$ cat config.mk
export PLATFORM = sky130hd
export DESIGN_NAME = b2g_fifo_regif_flat
export DESIGN_NICKNAME = d
export VERILOG_FILES = /design/src/rtl/b2g_fifo_pkg.sv /design/src/rtl/b2g_fifo_regif_if.sv /design/src/rtl/b2g_fifo_mem.sv /design/src/rtl/b2g_fifo_regif.sv /design/src/flat_wrapper.sv
export SDC_FILE = /design/constraint.sdc
export NUM_CORES = 1
export LEC_CHECK = 0
export CAP_MARGIN = 30
export CELL_PAD_IN_SITES_DETAIL_PLACEMENT = 1
export CELL_PAD_IN_SITES_GLOBAL_PLACEMENT = 1
export CORE_MARGIN = 2
export CORE_UTILIZATION = 32
export CTS_CLUSTER_DIAMETER = 80
export DETAILED_ROUTE_END_ITERATION = 6
export PLACE_DENSITY_LB_ADDON = 0.1
export SYNTH_ARGS = -nofsm -noshare
export SYNTH_HDL_FRONTEND = slang
export SYNTH_SLANG_ARGS = --single-unit
$ cat constraint.sdc
create_clock -name clk -period 3.6 [get_ports clk]
set_clock_uncertainty 0.15 [all_clocks]
set_input_delay 1.08 -clock clk [delete_from_list [all_inputs] [get_ports clk]]
set_output_delay 1.08 -clock clk [all_outputs]
set_load 0.03 [all_outputs]
$ cat src/rtl/b2g_fifo_pkg.sv
// rtl/b2g_fifo_pkg.sv - shared constants and types for the B2G FIFO register slave
package b2g_fifo_pkg;

  // Register map
  localparam logic [1:0] ADDR_DATA   = 2'd0;
  localparam logic [1:0] ADDR_STATUS = 2'd1;
  localparam logic [1:0] ADDR_COUNT  = 2'd2;
  localparam logic [1:0] ADDR_CTRL   = 2'd3;

  // STATUS register bit positions
  localparam int STAT_EMPTY = 0;
  localparam int STAT_FULL  = 1;
  localparam int STAT_OVF   = 2;
  localparam int STAT_UDF   = 3;

  // CTRL register flush bit
  localparam int CTRL_FLUSH = 0;

  // Response codes
  localparam logic RESP_OK  = 1'b0;
  localparam logic RESP_ERR = 1'b1;

  // Decoded bus cycle kind
  typedef enum logic [1:0] {
    OP_NONE    = 2'd0,
    OP_WRITE   = 2'd1,
    OP_READ    = 2'd2,
    OP_ILLEGAL = 2'd3
  } bus_op_e;

  // Classify one bus cycle from its qualifier and strobes
  function automatic bus_op_e decode_op(input logic enable, input logic write, input logic read);
    bus_op_e op;
    op = OP_NONE;
    if (enable) begin
      case ({write, read})
        2'b10:   op = OP_WRITE;
        2'b01:   op = OP_READ;
        2'b11:   op = OP_ILLEGAL;
        default: op = OP_NONE;
      endcase
    end
    return op;
  endfunction

endpackage

$ cat src/rtl/b2g_fifo_regif_if.sv
// rtl/b2g_fifo_regif_if.sv - register bus bundle between a host and the B2G FIFO slave
interface b2g_fifo_regif_if #(
  parameter int DATA_W = 8
);

  logic              enable;
  logic              write;
  logic              read;
  logic [1:0]        addr;
  logic [DATA_W-1:0] wdata;
  logic [DATA_W-1:0] rdata;
  logic              resp;

  // Host side drives the request, samples the registered reply
  modport master (
    output enable, write, read, addr, wdata,
    input  rdata, resp
  );

  // FIFO slave side
  modport slave (
    input  enable, write, read, addr, wdata,
    output rdata, resp
  );

endinterface

$ cat src/rtl/b2g_fifo_mem.sv
// rtl/b2g_fifo_mem.sv - FIFO storage with pointers, occupancy count and full/empty
module b2g_fifo_mem #(
  parameter  int DATA_W = 8,
  parameter  int DEPTH  = 4,
  localparam int CNT_W  = $clog2(DEPTH) + 1
) (
  input  logic              clk,
  input  logic              rst,
  input  logic              push,
  input  logic              pop,
  input  logic              flush,
  input  logic [DATA_W-1:0] wdata,
  output logic [DATA_W-1:0] head,
  output logic [CNT_W-1:0]  count,
  output logic              full,
  output logic              empty
);

  localparam int PTR_W = $clog2(DEPTH);

  logic [DATA_W-1:0] mem_q [DEPTH];
  logic [DATA_W-1:0] mem_d [DEPTH];
  logic [PTR_W-1:0]  wr_ptr_q, wr_ptr_d;
  logic [PTR_W-1:0]  rd_ptr_q, rd_ptr_d;
  logic [CNT_W-1:0]  count_q, count_d;

  assign head  = mem_q[rd_ptr_q];
  assign count = count_q;
  assign full  = (count_q == CNT_W'(DEPTH));
  assign empty = (count_q == '0);

  // Next state: flush wins, otherwise one guarded push or pop; pointers wrap
  // naturally because DEPTH is a power of two
  always_comb begin
    mem_d    = mem_q;
    wr_ptr_d = wr_ptr_q;
    rd_ptr_d = rd_ptr_q;
    count_d  = count_q;
    if (flush) begin
      wr_ptr_d = '0;
      rd_ptr_d = '0;
      count_d  = '0;
    end else if (push && !full) begin
      mem_d[wr_ptr_q] = wdata;
      wr_ptr_d        = wr_ptr_q + PTR_W'(1);
      count_d         = count_q + CNT_W'(1);
    end else if (pop && !empty) begin
      rd_ptr_d = rd_ptr_q + PTR_W'(1);
      count_d  = count_q - CNT_W'(1);
    end
  end

  // State registers
  always_ff @(posedge clk or posedge rst) begin
    if (rst) begin
      for (int i = 0; i < DEPTH; i++) begin
        mem_q[i] <= '0;
      end
      wr_ptr_q <= '0;
      rd_ptr_q <= '0;
      count_q  <= '0;
    end else begin
      mem_q    <= mem_d;
      wr_ptr_q <= wr_ptr_d;
      rd_ptr_q <= rd_ptr_d;
      count_q  <= count_d;
    end
  end

endmodule

$ cat src/rtl/b2g_fifo_regif.sv
// rtl/b2g_fifo_regif.sv - register-mapped FIFO slave; B2G_FIFO_IRQ_EN adds threshold irq
module b2g_fifo_regif
  import b2g_fifo_pkg::*;
#(
  parameter  int DATA_W = 8,
  parameter  int DEPTH  = 4,
  localparam int CNT_W  = $clog2(DEPTH) + 1
) (
  input  logic               clk,
  input  logic               rst,
  b2g_fifo_regif_if.slave    bus
`ifdef B2G_FIFO_IRQ_EN
  ,
  output logic               irq
`endif
);

  bus_op_e           op;
  logic              push, pop, flush;
  logic [DATA_W-1:0] head;
  logic [CNT_W-1:0]  count;
  logic              full, empty;

  logic [DATA_W-1:0] rdata_q, rdata_d;
  logic              resp_q, resp_d;
  logic              ovf_q, ovf_d;
  logic              udf_q, udf_d;
`ifdef B2G_FIFO_IRQ_EN
  logic [CNT_W-1:0]  thresh_q, thresh_d;
  logic              irq_q, irq_d;
`endif

  assign bus.rdata = rdata_q;
  assign bus.resp  = resp_q;
`ifdef B2G_FIFO_IRQ_EN
  assign irq       = irq_q;
`endif

  b2g_fifo_mem #(
    .DATA_W (DATA_W),
    .DEPTH  (DEPTH)
  ) u_mem (
    .clk   (clk),
    .rst   (rst),
    .push  (push),
    .pop   (pop),
    .flush (flush),
    .wdata (bus.wdata),
    .head  (head),
    .count (count),
    .full  (full),
    .empty (empty)
  );

  // Classify the current bus cycle
  always_comb begin
    op = decode_op(bus.enable, bus.write, bus.read);
  end

  // Register decode: FIFO control, sticky flags, CTRL and reply next state
  always_comb begin
    rdata_d = rdata_q;
    resp_d  = resp_q;
    ovf_d   = ovf_q;
    udf_d   = udf_q;
    push    = 1'b0;
    pop     = 1'b0;
    flush   = 1'b0;
`ifdef B2G_FIFO_IRQ_EN
    thresh_d = thresh_q;
`endif
    case (op)
      OP_ILLEGAL: begin
        rdata_d = '0;
        resp_d  = RESP_ERR;
      end
      OP_WRITE: begin
        rdata_d = '0;
        resp_d  = RESP_OK;
        case (bus.addr)
          ADDR_DATA: begin
            if (full) begin
              ovf_d  = 1'b1;
              resp_d = RESP_ERR;
            end else begin
              push = 1'b1;
            end
          end
          ADDR_STATUS: begin
            if (bus.wdata[STAT_UDF]) udf_d = 1'b0;
            if (bus.wdata[STAT_OVF]) ovf_d = 1'b0;
          end
          ADDR_COUNT: begin
            resp_d = RESP_ERR;
          end
          default: begin
            flush = bus.wdata[CTRL_FLUSH];
`ifdef B2G_FIFO_IRQ_EN
            thresh_d = bus.wdata[CNT_W:1];
`endif
          end
        endcase
      end
      OP_READ: begin
        resp_d = RESP_OK;
        case (bus.addr)
          ADDR_DATA: begin
            if (empty) begin
              rdata_d = '0;
              udf_d   = 1'b1;
              resp_d  = RESP_ERR;
            end else begin
              rdata_d = head;
              pop     = 1'b1;
            end
          end
          ADDR_STATUS: begin
            rdata_d             = '0;
            rdata_d[STAT_UDF]   = udf_q;
            rdata_d[STAT_OVF]   = ovf_q;
            rdata_d[STAT_FULL]  = full;
            rdata_d[STAT_EMPTY] = empty;
          end
          ADDR_COUNT: begin
            rdata_d = DATA_W'(count);
          end
          default: begin
            rdata_d = '0;
`ifdef B2G_FIFO_IRQ_EN
            rdata_d[CNT_W:0] = {thresh_q, 1'b0};
`endif
          end
        endcase
      end
      default: ;
    endcase
  end

`ifdef B2G_FIFO_IRQ_EN
  // Interrupt follows the settled state one cycle later
  always_comb begin
    irq_d = ((thresh_q != '0) && (count >= thresh_q)) || ovf_q;
  end
`endif

  // Reply, flag and control registers
  always_ff @(posedge clk or posedge rst) begin
    if (rst) begin
      rdata_q  <= '0;
      resp_q   <= RESP_OK;
      ovf_q    <= 1'b0;
      udf_q    <= 1'b0;
`ifdef B2G_FIFO_IRQ_EN
      thresh_q <= CNT_W'(DEPTH);
      irq_q    <= 1'b0;
`endif
    end else begin
      rdata_q  <= rdata_d;
      resp_q   <= resp_d;
      ovf_q    <= ovf_d;
      udf_q    <= udf_d;
`ifdef B2G_FIFO_IRQ_EN
      thresh_q <= thresh_d;
      irq_q    <= irq_d;
`endif
    end
  end

endmodule

$ cat src/flat_wrapper.sv
// flat-port wrapper written by rule: the top's interface ports become plain ports
module b2g_fifo_regif_flat import b2g_fifo_pkg::*;
#(
  parameter  int DATA_W = 8,
  parameter  int DEPTH  = 4,
  localparam int CNT_W  = $clog2(DEPTH) + 1
)
  (clk, rst, bus_enable, bus_write, bus_read, bus_addr, bus_wdata, bus_rdata, bus_resp);
  b2g_fifo_regif_if #(.DATA_W(DATA_W)) bus_i ();
  input  logic clk;
  input  logic rst;
  input wire logic [$bits(bus_i.enable)-1:0] bus_enable;
  input wire logic [$bits(bus_i.write)-1:0] bus_write;
  input wire logic [$bits(bus_i.read)-1:0] bus_read;
  input wire logic [$bits(bus_i.addr)-1:0] bus_addr;
  input wire logic [$bits(bus_i.wdata)-1:0] bus_wdata;
  output wire logic [$bits(bus_i.rdata)-1:0] bus_rdata;
  output wire logic [$bits(bus_i.resp)-1:0] bus_resp;
  assign bus_i.enable = bus_enable;
  assign bus_i.write = bus_write;
  assign bus_i.read = bus_read;
  assign bus_i.addr = bus_addr;
  assign bus_i.wdata = bus_wdata;
  assign bus_rdata = bus_i.rdata;
  assign bus_resp = bus_i.resp;
  b2g_fifo_regif #(.DATA_W(DATA_W), .DEPTH(DEPTH)) u_core (.clk(clk), .rst(rst), .bus(bus_i));
endmodule
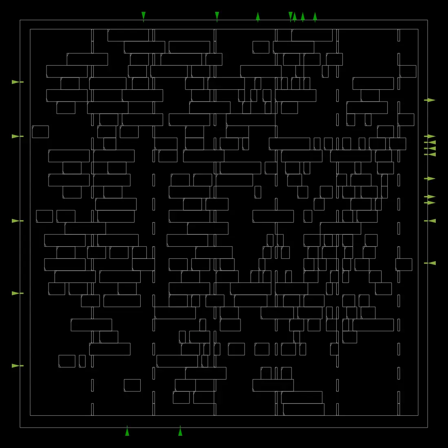
*Cell outlines without signal wires, run 1*
Site Rows: 32
register share of the cell area: 42.03%
final core utilization: 39.13%
Core Box Area: 7607 um2

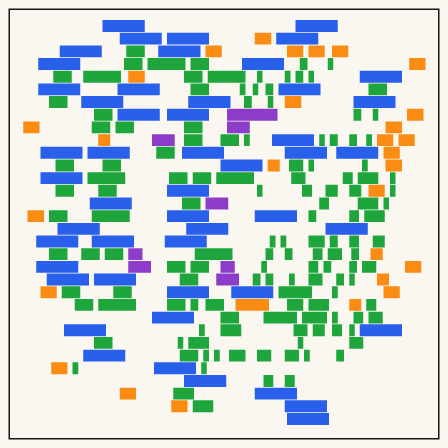
*Cell classes on the final placement, run 1*
legend:
  green:
    class: all other logic
    cells: 137
    share_of_their_area: 42%
  orange:
    class: other buffers and delay cells
    cells: 29
    share_of_their_area: 10%
  purple:
    class: clock drivers and dummy loads
    cells: 8
    share_of_their_area: 4.1%
  blue:
    class: flip-flops
    cells: 50
    share_of_their_area: 44%
final instance area: 2977 um2

==> impl_results.html, run 1 <==
<h2>Synthesis and place &amp; route</h2>
<table>
<tr><th>Metric</th><th>Value</th></tr>
<tr><th colspan="2">Run status</th></tr>
<tr><td>Outcome</td><td>finished, final reports clean</td></tr>
<tr><th colspan="2">Worst setup path</th></tr>
<tr><td>Cell family contributing the most delay on the critical path</td><td>adder cells</td></tr>
<tr><td>Critical path start-end classification</td><td>in2reg</td></tr>
<tr><td>Bufs and invs on worst path</td><td>2</td></tr>
<tr><td>Arr. time, crit path</td><td>3230 ps</td></tr>
<tr><td>Launch instance of the worst register-to-register path</td><td>u_core.u_mem.count[2]$_DFFE_PP0P_</td></tr>
<tr><td>Delay contributed by the slowest stage of the critical path</td><td>450 ps</td></tr>
<tr><td>Last element of the critical path</td><td>u_core.u_mem.count[2]$_DFFE_PP0P_</td></tr>
<tr><td>Worst reg2reg path endpoint</td><td>u_core.u_mem.count[2]$_DFFE_PP0P_</td></tr>
<tr><td>Maximum fanout along the worst path</td><td>5</td></tr>
<tr><td>Cell breakdown of the critical path</td><td>clkdlybuf4s50_1 &gt; nand2_1 &gt; inv_1 &gt; ha_1 &gt; or3b_1 &gt; nor2_8 &gt; fa_1 &gt; o21ai_0 &gt; o221ai_1 &gt; a31oi_1</td></tr>
<tr><td>Cell at the slowest stage of the critical path</td><td>sky130_fd_sc_hd__fa_1</td></tr>
<tr><td>R2r setup slk</td><td>1280 ps</td></tr>
<tr><td>Critical path capture point type</td><td>flip-flop</td></tr>
<tr><td>Req. time, crit path</td><td>3690 ps</td></tr>
<tr><td>Origin of the worst setup path</td><td>bus_enable</td></tr>
<tr><td>Number of cells on the worst reg-to-reg path</td><td>6</td></tr>
<tr><th colspan="2">Worst hold path</th></tr>
<tr><td>Endpoint of the worst hold path</td><td>u_core.bus.rdata[3]$_DFFE_PP0P_</td></tr>
<tr><td>Number of stages on the worst hold path</td><td>2</td></tr>
<tr><td>Worst hold start</td><td>u_core.bus.rdata[3]$_DFFE_PP0P_</td></tr>
<tr><td>Class of the most critical hold timing path</td><td>reg2reg</td></tr>
<tr><th colspan="2">STA</th></tr>
<tr><td>Setup slack after layout</td><td>459.5 ps</td></tr>
<tr><td>Fmax achieved</td><td>0.3184 GHz</td></tr>
<tr><td>Final critical-path share of the clock period</td><td>87.24%</td></tr>
<tr><td>Final-report max-slew violation count</td><td>0</td></tr>
<tr><td>Unrepaired setup endpoints after global routing</td><td>false</td></tr>
<tr><td>Final-report setup violation count</td><td>0</td></tr>
<tr><td>Worst Hold Margin</td><td>343.1 ps</td></tr>
<tr><td>Setup tns final</td><td>0 ps</td></tr>
<tr><td>Worst max-slew margin expressed relative to the limit</td><td>58.39%</td></tr>
<tr><td>Number of failing hold endpoints at the final stage</td><td>0</td></tr>
<tr><td>Slew of the pin with the lowest slew margin</td><td>621.4 ps</td></tr>
<tr><th colspan="2">Layout</th></tr>
<tr><td>Non-filler cells, final</td><td>326</td></tr>
<tr><td>Largest register FFs</td><td>32</td></tr>
<tr><td>Most used logic cell in the final layout</td><td>sky130_fd_sc_hd__dfrtp_1</td></tr>
<tr><td>Antenna diode instance count</td><td>0</td></tr>
<tr><td>Fraction of layout cells with a size suffix above 1</td><td>26.79%</td></tr>
<tr><td>Final net count</td><td>246</td></tr>
<tr><td>Area growth syn-to-layout</td><td>20.58%</td></tr>
<tr><td>Commonest non-fill, non-tap cells in the layout</td><td>50 x sky130_fd_sc_hd__dfrtp_1, 30 x sky130_fd_sc_hd__mux2_2, 23 x sky130_fd_sc_hd__clkdlybuf4s50_1</td></tr>
<tr><td>Filler cell count</td><td>839</td></tr>
<tr><th colspan="2">Power and ir drop</th></tr>
<tr><td>Overall power of the completed layout</td><td>1.876 mW</td></tr>
<tr><td>Static leakage</td><td>1.350 nW</td></tr>
<tr><td>Largest voltage drop on the vdd net</td><td>0.0002093 V</td></tr>
<tr><th colspan="2">Synthesis</th></tr>
<tr><td>Mux share of post-synthesis cell area</td><td>22.76%</td></tr>
<tr><td>Dominant flop cell</td><td>sky130_fd_sc_hd__dfrtp_1</td></tr>
<tr><td>Number of enable flip-flop cells</td><td>0</td></tr>
<tr><td>Synthesized area</td><td>2469 um2</td></tr>
<tr><td>Adder Area Share</td><td>4.359%</td></tr>
<tr><td>Net count of the mapped netlist</td><td>215</td></tr>
<tr><td>Area share of and-or/or-and cells after synthesis</td><td>7.552%</td></tr>
<tr><td>Yosys top cell area share</td><td>50.68%</td></tr>
<tr><td>Async set or reset register ratio after synthesis</td><td>100.0%</td></tr>
<tr><td>Number of register bits inferred by synthesis</td><td>50</td></tr>
<tr><td>Commonest cells in the synthesized netlist</td><td>50 x sky130_fd_sc_hd__dfrtp_1, 30 x sky130_fd_sc_hd__mux2_2, 17 x sky130_fd_sc_hd__nand2_1</td></tr>
<tr><td>Area fraction in and, or, nand and nor cells after synthesis</td><td>10.49%</td></tr>
<tr><td>Synth area leader</td><td>sky130_fd_sc_hd__dfrtp_1</td></tr>
<tr><td>Top cells by area in the synthesized netlist</td><td>sky130_fd_sc_hd__dfrtp_1 51%, sky130_fd_sc_hd__mux2_2 14%, sky130_fd_sc_hd__mux4_2 7.3%</td></tr>
<tr><td>Synth Seq Share</td><td>50.68%</td></tr>
<tr><td>Mean area per synthesized cell</td><td>12.86 um2</td></tr>
<tr><td>Post-synthesis xor/xnor area fraction</td><td>1.064%</td></tr>
<tr><td>Tally of yosys warning messages</td><td>0</td></tr>
<tr><td>Number of standard cells reported by yosys</td><td>192</td></tr>
<tr><td>Number of different library cells in the post-synthesis netlist</td><td>38</td></tr>
<tr><td>Cell count after synthesis</td><td>192</td></tr>
<tr><td>Dominant combinational family</td><td>multiplexers</td></tr>
<tr><td>Most instantiated library cell after synthesis</td><td>sky130_fd_sc_hd__dfrtp_1</td></tr>
<tr><td>Chip area estimate from yosys synthesis</td><td>2469 um2</td></tr>
<tr><th colspan="2">Floorplan</th></tr>
<tr><td>Total die area</td><td>8433 um2</td></tr>
<tr><td>Number of I/O pins</td><td>24</td></tr>
<tr><td>Floorplan core density</td><td>32.45%</td></tr>
<tr><td>Die X</td><td>91.83 um</td></tr>
<tr><td>Die Y</td><td>91.83 um</td></tr>
<tr><th colspan="2">Route</th></tr>
<tr><td>Final wirelength</td><td>5694 um</td></tr>
<tr><td>Tally of nets with antenna violations remaining after routing</td><td>0</td></tr>
<tr><td>Via total after detailed routing</td><td>1621</td></tr>
<tr><td>Number of iterations in the first detailed-routing pass</td><td>4</td></tr>
<tr><td>Top layer reached by signal wires</td><td>met4</td></tr>
<tr><td>Wire length on met1</td><td>2558 um</td></tr>
<tr><td>Met3 routed WL</td><td>183 um</td></tr>
<tr><td>Number of design rule violations left after detail routing</td><td>0</td></tr>
<tr><td>Met2 Routed Length</td><td>2870 um</td></tr>
<tr><td>Per-cell via count in the routed design</td><td>4.972</td></tr>
<tr><td>Avg WL per Cell</td><td>17.47 um</td></tr>
<tr><td>Initial detailed-routing violation count</td><td>44</td></tr>
<tr><th colspan="2">Global route</th></tr>
<tr><td>GR met3 Demand/Resource</td><td>3.205%</td></tr>
<tr><td>Busiest metal layer after global routing</td><td>met2</td></tr>
<tr><td>Met1 track demand over resource</td><td>18.49%</td></tr>
<tr><td>Total routing usage reported by global routing</td><td>14.73%</td></tr>
<tr><td>Number of antenna violations at the first check in global routing</td><td>0</td></tr>
<tr><td>Total overflow reported by the global router</td><td>0</td></tr>
<tr><td>Routing usage on met2</td><td>25.74%</td></tr>
<tr><td>Global-route wire length before repair</td><td>9625 um</td></tr>
<tr><td>Pin count of the biggest net entering global routing</td><td>26</td></tr>
<tr><td>Number of global-route vias before repair</td><td>1821</td></tr>
<tr><th colspan="2">Clock network</th></tr>
<tr><td>Resized cells post-CTS</td><td>0</td></tr>
<tr><td>Clk sinks</td><td>50</td></tr>
<tr><td>Hold_buf cts</td><td>0</td></tr>
<tr><td>CTS Buf Count</td><td>5</td></tr>
<tr><td>Clock Tree Buf Depth</td><td>2</td></tr>
<tr><td>Setup fix buffers added after clock tree synthesis</td><td>0</td></tr>
<tr><td>CTS Root Cell</td><td>sky130_fd_sc_hd__clkbuf_8</td></tr>
<tr><td>Clock latency of the later-clocked register in the worst-skew pair</td><td>310 ps</td></tr>
<tr><td>Clock tree from TritonCTS</td><td>done</td></tr>
<tr><td>CTS HTree Levels</td><td>2</td></tr>
<tr><th colspan="2">Place</th></tr>
<tr><td>Routability cong.</td><td>0.7083</td></tr>
<tr><td>IO Port Bufs</td><td>23</td></tr>
<tr><td>Cell Area, Placed</td><td>2860 um2</td></tr>
<tr><td>Half-perimeter wire length of the detailed placement result</td><td>4230 um</td></tr>
<tr><td>Post-Place Cells</td><td>318</td></tr>
<tr><td>Place WS</td><td>102.2 ps</td></tr>
<tr><th colspan="2">Flow run</th></tr>
<tr><td>OpenROAD warnings</td><td>31</td></tr>
<tr><td>Number of maximum-capacitance constraint violations</td><td>0</td></tr>
</table>
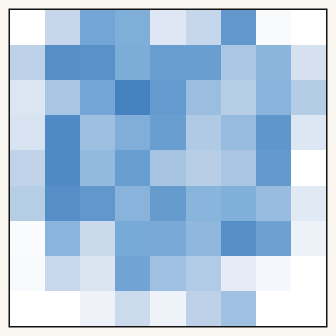
*Local utilization, run 1*
9 x 9 tiles, from white (low) to dark blue (high), 0 to 100% covered.
fullest tile: 67%
emptiest ninth of the die: lower left
mean over tiles: 34%
nearly empty tiles: 9.9%

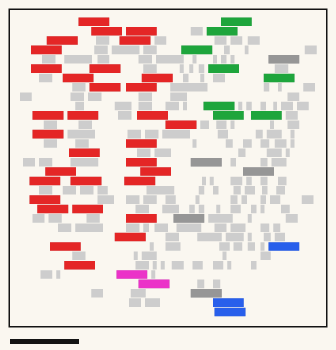
*Sequential cells coloured by netlist name, run 1*
Bar = 20 um.
legend:
  green:
    netlist_name: `u_core.bus.rdata`
    sequential_cells: 8
  red:
    netlist_name: `u_core.u_mem.mem_q`
    sequential_cells: 32
  magenta:
    netlist_name: `u_core.u_mem.wr_ptr_q`
    sequential_cells: 2
  blue:
    netlist_name: `u_core.u_mem.count`
    sequential_cells: 3

## run 1: logic make-up (layout without fill, tap and decap cells)
logic type	Yosys count	after routing
AND-OR/OR-AND	27	27
adder cells (fa/ha/maj)	8	8
buffers and inverters	19	51
flip-flops	50	50
multiplexers	42	42
AND/OR/NAND/NOR	43	43
XOR/XNOR	3	3
## run 1: final cells by class
cell class	instances	area [um2]	share of cell area (%)
Timing Repair Buffer	29	287.8	9.668
Sequential cell	50	1251	42.03
Multi-Input combinational cell	123	1141	38.34
Inverter	14	52.55	1.765
Clock inverter	3	47.55	1.597
Tap cell	102	127.6	4.288
Clock buffer	5	68.82	2.312
## run 1: where the power goes
group          switching (mW)  total [mW]  internal (mW)  leakage, nW
sequential              0.161       0.896          0.735        0.653
clock                   0.209       0.420          0.211       0.0587
combinational           0.236       0.560          0.324        0.638
### M3 wires, run 1

Bar = 20 um.
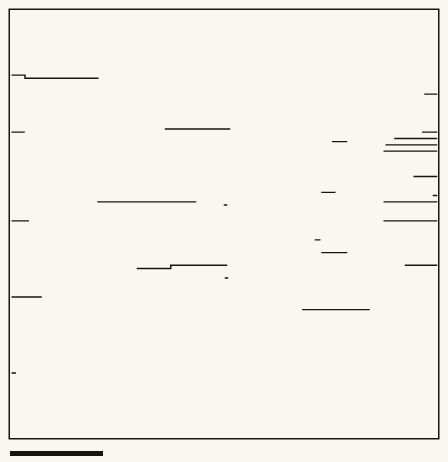

==> inputs of run 2 (changes only) <==
--- a/config.mk
+++ b/config.mk
@@ -10,6 +10,7 @@
 export CELL_PAD_IN_SITES_GLOBAL_PLACEMENT = 1
 export CORE_MARGIN = 2
 export CORE_UTILIZATION = 32
+export CTS_BUF_LIST = sky130_fd_sc_hd__clkbuf_16
 export CTS_CLUSTER_DIAMETER = 80
 export DETAILED_ROUTE_END_ITERATION = 6
 export PLACE_DENSITY_LB_ADDON = 0.1
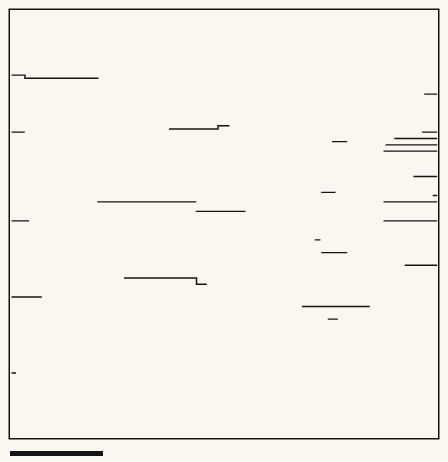
*M3 wires, run 2*
Bar = 20 um.
main direction: horizontal
share of all routed wire: 3.4%

==> run 2 against run 1 <==
- via count fell by 0.19%
- sequential cell count unchanged
- hold slack lost 7.0 ps
- sequential power about the same
- synthesized cell count is the same
- clock power up 32%
- sequential share of layout area is 0.78 points lower
- fmax shrank 0.70%
- combinational power about the same
- worst setup slack worse by 22 ps
- wire length unchanged
- critical path type unchanged
- highest routed layer unchanged
==> impl_results.html, run 2 <==
<h2>Synthesis and place &amp; route</h2>
<table>
<tr><th>Metric</th><th>Value</th></tr>
<tr><th colspan="2">Synthesis</th></tr>
<tr><td>Tally of yosys warning messages</td><td>0</td></tr>
<tr><td>Number of different library cells in the post-synthesis netlist</td><td>38</td></tr>
<tr><td>Mux share of post-synthesis cell area</td><td>22.76%</td></tr>
<tr><td>Cell count after synthesis</td><td>192</td></tr>
<tr><td>Commonest cells in the synthesized netlist</td><td>50 x sky130_fd_sc_hd__dfrtp_1, 30 x sky130_fd_sc_hd__mux2_2, 17 x sky130_fd_sc_hd__nand2_1</td></tr>
<tr><td>Area share of and-or/or-and cells after synthesis</td><td>7.552%</td></tr>
<tr><td>Top cells by area in the synthesized netlist</td><td>sky130_fd_sc_hd__dfrtp_1 51%, sky130_fd_sc_hd__mux2_2 14%, sky130_fd_sc_hd__mux4_2 7.3%</td></tr>
<tr><td>Mean area per synthesized cell</td><td>12.86 um2</td></tr>
<tr><td>Number of enable flip-flop cells</td><td>0</td></tr>
<tr><td>Post-synthesis xor/xnor area fraction</td><td>1.064%</td></tr>
<tr><td>Async set or reset register ratio after synthesis</td><td>100.0%</td></tr>
<tr><td>Net count of the mapped netlist</td><td>215</td></tr>
<tr><td>Synthesized area</td><td>2469 um2</td></tr>
<tr><td>Number of register bits inferred by synthesis</td><td>50</td></tr>
<tr><td>Adder Area Share</td><td>4.359%</td></tr>
<tr><td>Synth area leader</td><td>sky130_fd_sc_hd__dfrtp_1</td></tr>
<tr><td>Chip area estimate from yosys synthesis</td><td>2469 um2</td></tr>
<tr><td>Number of standard cells reported by yosys</td><td>192</td></tr>
<tr><td>Area fraction in and, or, nand and nor cells after synthesis</td><td>10.49%</td></tr>
<tr><td>Synth Seq Share</td><td>50.68%</td></tr>
<tr><td>Dominant flop cell</td><td>sky130_fd_sc_hd__dfrtp_1</td></tr>
<tr><th colspan="2">Worst setup path</th></tr>
<tr><td>Critical path start-end classification</td><td>in2reg</td></tr>
<tr><td>Arr. time, crit path</td><td>3230 ps</td></tr>
<tr><td>Worst reg2reg path endpoint</td><td>u_core.u_mem.count[2]$_DFFE_PP0P_</td></tr>
<tr><td>Last element of the critical path</td><td>u_core.u_mem.count[2]$_DFFE_PP0P_</td></tr>
<tr><td>Maximum fanout along the worst path</td><td>5</td></tr>
<tr><td>Launch instance of the worst register-to-register path</td><td>u_core.u_mem.count[2]$_DFFE_PP0P_</td></tr>
<tr><td>Origin of the worst setup path</td><td>bus_enable</td></tr>
<tr><td>R2r setup slk</td><td>1290 ps</td></tr>
<tr><td>Req. time, crit path</td><td>3670 ps</td></tr>
<tr><td>Number of cells on the worst reg-to-reg path</td><td>6</td></tr>
<tr><th colspan="2">Clock network</th></tr>
<tr><td>CTS HTree Levels</td><td>2</td></tr>
<tr><td>Hold_buf cts</td><td>0</td></tr>
<tr><td>Resized cells post-CTS</td><td>0</td></tr>
<tr><td>Clock tree from TritonCTS</td><td>done</td></tr>
<tr><td>Clock slew seen by the registers of the worst setup and hold paths</td><td>70 ps</td></tr>
<tr><td>Clock latency of the later-clocked register in the worst-skew pair</td><td>290 ps</td></tr>
<tr><td>CTS Root Cell</td><td>sky130_fd_sc_hd__clkbuf_16</td></tr>
<tr><td>Setup fix buffers added after clock tree synthesis</td><td>0</td></tr>
<tr><td>Clk sinks</td><td>50</td></tr>
<tr><td>CTS Buf Count</td><td>5</td></tr>
<tr><th colspan="2">Floorplan</th></tr>
<tr><td>Tap Cells</td><td>102</td></tr>
<tr><td>Core Box Area</td><td>7607 um2</td></tr>
<tr><td>Total die area</td><td>8433 um2</td></tr>
<tr><td>Number of I/O pins</td><td>24</td></tr>
<tr><td>Floorplan core density</td><td>32.45%</td></tr>
<tr><td>Site Rows</td><td>32</td></tr>
<tr><td>Die Y</td><td>91.83 um</td></tr>
<tr><th colspan="2">Power and ir drop</th></tr>
<tr><td>Seq pwr share</td><td>44.6%</td></tr>
<tr><td>Internal Power</td><td>1.392 mW</td></tr>
<tr><td>Clock net power</td><td>0.556 mW</td></tr>
<tr><td>Highest-power group</td><td>registers</td></tr>
<tr><td>Largest voltage drop on the vdd net</td><td>0.0002210 V</td></tr>
<tr><td>Switching power summed over all nets</td><td>0.6214 mW</td></tr>
<tr><td>Combinational logic power</td><td>0.560 mW</td></tr>
<tr><td>Switching power share of the total</td><td>30.86%</td></tr>
<tr><td>Part of the total power dissipated in the clock network</td><td>27.6%</td></tr>
<tr><td>Power density of the placed cells</td><td>664.0 nW/um2</td></tr>
<tr><td>Overall power of the completed layout</td><td>2.014 mW</td></tr>
<tr><td>Static leakage</td><td>1.375 nW</td></tr>
<tr><td>Combinational cell fraction of total power</td><td>27.8%</td></tr>
<tr><td>P_seq</td><td>0.899 mW</td></tr>
<tr><th colspan="2">Global route</th></tr>
<tr><td>Routing usage on met2</td><td>26.16%</td></tr>
<tr><td>Busiest metal layer after global routing</td><td>met2</td></tr>
<tr><td>Global-route wire length before repair</td><td>9701 um</td></tr>
<tr><td>Total overflow reported by the global router</td><td>0</td></tr>
<tr><td>Met1 track demand over resource</td><td>18.48%</td></tr>
<tr><td>Number of global-route vias before repair</td><td>1822</td></tr>
<tr><td>Total routing usage reported by global routing</td><td>14.90%</td></tr>
<tr><td>GR met3 Demand/Resource</td><td>3.451%</td></tr>
<tr><th colspan="2">Layout</th></tr>
<tr><td>Non-filler cells, final</td><td>326</td></tr>
<tr><td>Fraction of layout cells with a size suffix above 1</td><td>26.79%</td></tr>
<tr><td>Register share of the cell area</td><td>41.25%</td></tr>
<tr><td>Combinational gate area</td><td>1141 um2</td></tr>
<tr><td>Filler cell count</td><td>833</td></tr>
<tr><td>Non-clock inverter count in the final layout</td><td>14</td></tr>
<tr><td>Leading cell kind</td><td>registers</td></tr>
<tr><td>Tally of clock buffers in the finished layout</td><td>5</td></tr>
<tr><td>Largest register FFs</td><td>32</td></tr>
<tr><td>Final net count</td><td>246</td></tr>
<tr><td>Final instance area</td><td>3033 um2</td></tr>
<tr><td>Non-clock buffer contribution to total cell area</td><td>9.488%</td></tr>
<tr><td>Area growth syn-to-layout</td><td>22.86%</td></tr>
<tr><td>Antenna diode instance count</td><td>0</td></tr>
<tr><td>Proportion of cell area occupied by multi-input gates</td><td>37.62%</td></tr>
<tr><td>Most used logic cell in the final layout</td><td>sky130_fd_sc_hd__dfrtp_1</td></tr>
<tr><td>Commonest non-fill, non-tap cells in the layout</td><td>50 x sky130_fd_sc_hd__dfrtp_1, 30 x sky130_fd_sc_hd__mux2_2, 23 x sky130_fd_sc_hd__clkdlybuf4s50_1</td></tr>
<tr><td>Count of flip-flops and latches</td><td>50</td></tr>
<tr><td>Final core utilization</td><td>39.87%</td></tr>
<tr><td>Buffers, non-clock</td><td>29</td></tr>
<tr><th colspan="2">STA</th></tr>
<tr><td>Number of failing hold endpoints at the final stage</td><td>0</td></tr>
<tr><td>Fmax achieved</td><td>0.3162 GHz</td></tr>
<tr><td>Worst Hold Margin</td><td>336.0 ps</td></tr>
<tr><td>Final-report max-slew violation count</td><td>0</td></tr>
<tr><td>Setup tns final</td><td>0 ps</td></tr>
<tr><td>Unrepaired setup endpoints after global routing</td><td>false</td></tr>
<tr><td>Final critical-path share of the clock period</td><td>87.85%</td></tr>
<tr><td>Worst max-slew margin expressed relative to the limit</td><td>58.56%</td></tr>
<tr><td>Final-report setup violation count</td><td>0</td></tr>
<tr><td>Setup slack after layout</td><td>437.4 ps</td></tr>
<tr><td>Slew of the pin with the lowest slew margin</td><td>618.9 ps</td></tr>
<tr><th colspan="2">Worst hold path</th></tr>
<tr><td>Worst hold start</td><td>u_core.bus.rdata[3]$_DFFE_PP0P_</td></tr>
<tr><td>Number of stages on the worst hold path</td><td>2</td></tr>
<tr><td>Class of the most critical hold timing path</td><td>reg2reg</td></tr>
<tr><td>Endpoint of the worst hold path</td><td>u_core.bus.rdata[3]$_DFFE_PP0P_</td></tr>
<tr><th colspan="2">Route</th></tr>
<tr><td>Final wirelength</td><td>5694 um</td></tr>
<tr><td>Number of design rule violations left after detail routing</td><td>0</td></tr>
<tr><td>Tally of nets with antenna violations remaining after routing</td><td>0</td></tr>
<tr><td>Per-cell via count in the routed design</td><td>4.963</td></tr>
<tr><td>Met3 routed WL</td><td>194 um</td></tr>
<tr><td>Top layer reached by signal wires</td><td>met4</td></tr>
<tr><td>Avg WL per Cell</td><td>17.47 um</td></tr>
<tr><td>Wire length on met1</td><td>2481 um</td></tr>
<tr><td>Via total after detailed routing</td><td>1618</td></tr>
<tr><td>Number of iterations in the first detailed-routing pass</td><td>4</td></tr>
<tr><td>Met2 Routed Length</td><td>2933 um</td></tr>
<tr><th colspan="2">Place</th></tr>
<tr><td>Routability cong.</td><td>0.7083</td></tr>
<tr><td>Post-Place Cells</td><td>318</td></tr>
<tr><td>Half-perimeter wire length of the detailed placement result</td><td>4230 um</td></tr>
<tr><td>IO Port Bufs</td><td>23</td></tr>
<tr><td>Place WS</td><td>102.2 ps</td></tr>
<tr><th colspan="2">Run status</th></tr>
<tr><td>Outcome</td><td>finished, final reports clean</td></tr>
<tr><th colspan="2">Flow run</th></tr>
<tr><td>Number of maximum-capacitance constraint violations</td><td>0</td></tr>
</table>
run 2: cell counts after synthesis:
No cell type changed its count.
run 2: logic make-up after synthesis:
kind of cell,count (synthesis)
buffers and inverters,19
multiplexers,42
XOR/XNOR,3
flip-flops,50
adder cells (fa/ha/maj),8
AND-OR/OR-AND,27
AND/OR/NAND/NOR,43
run 2: worst max-delay path: stages:
cell and delay (ps):
sky130_fd_sc_hd__clkdlybuf4s50_1 420, sky130_fd_sc_hd__nand2_1 120, sky130_fd_sc_hd__inv_1 50, sky130_fd_sc_hd__ha_1 240, sky130_fd_sc_hd__or3b_1 310, sky130_fd_sc_hd__nor2_8 50
sky130_fd_sc_hd__fa_1 450, sky130_fd_sc_hd__o21ai_0 220, sky130_fd_sc_hd__o221ai_1 120, sky130_fd_sc_hd__a31oi_1 150
Power is estimated from default activity; no workload was simulated.
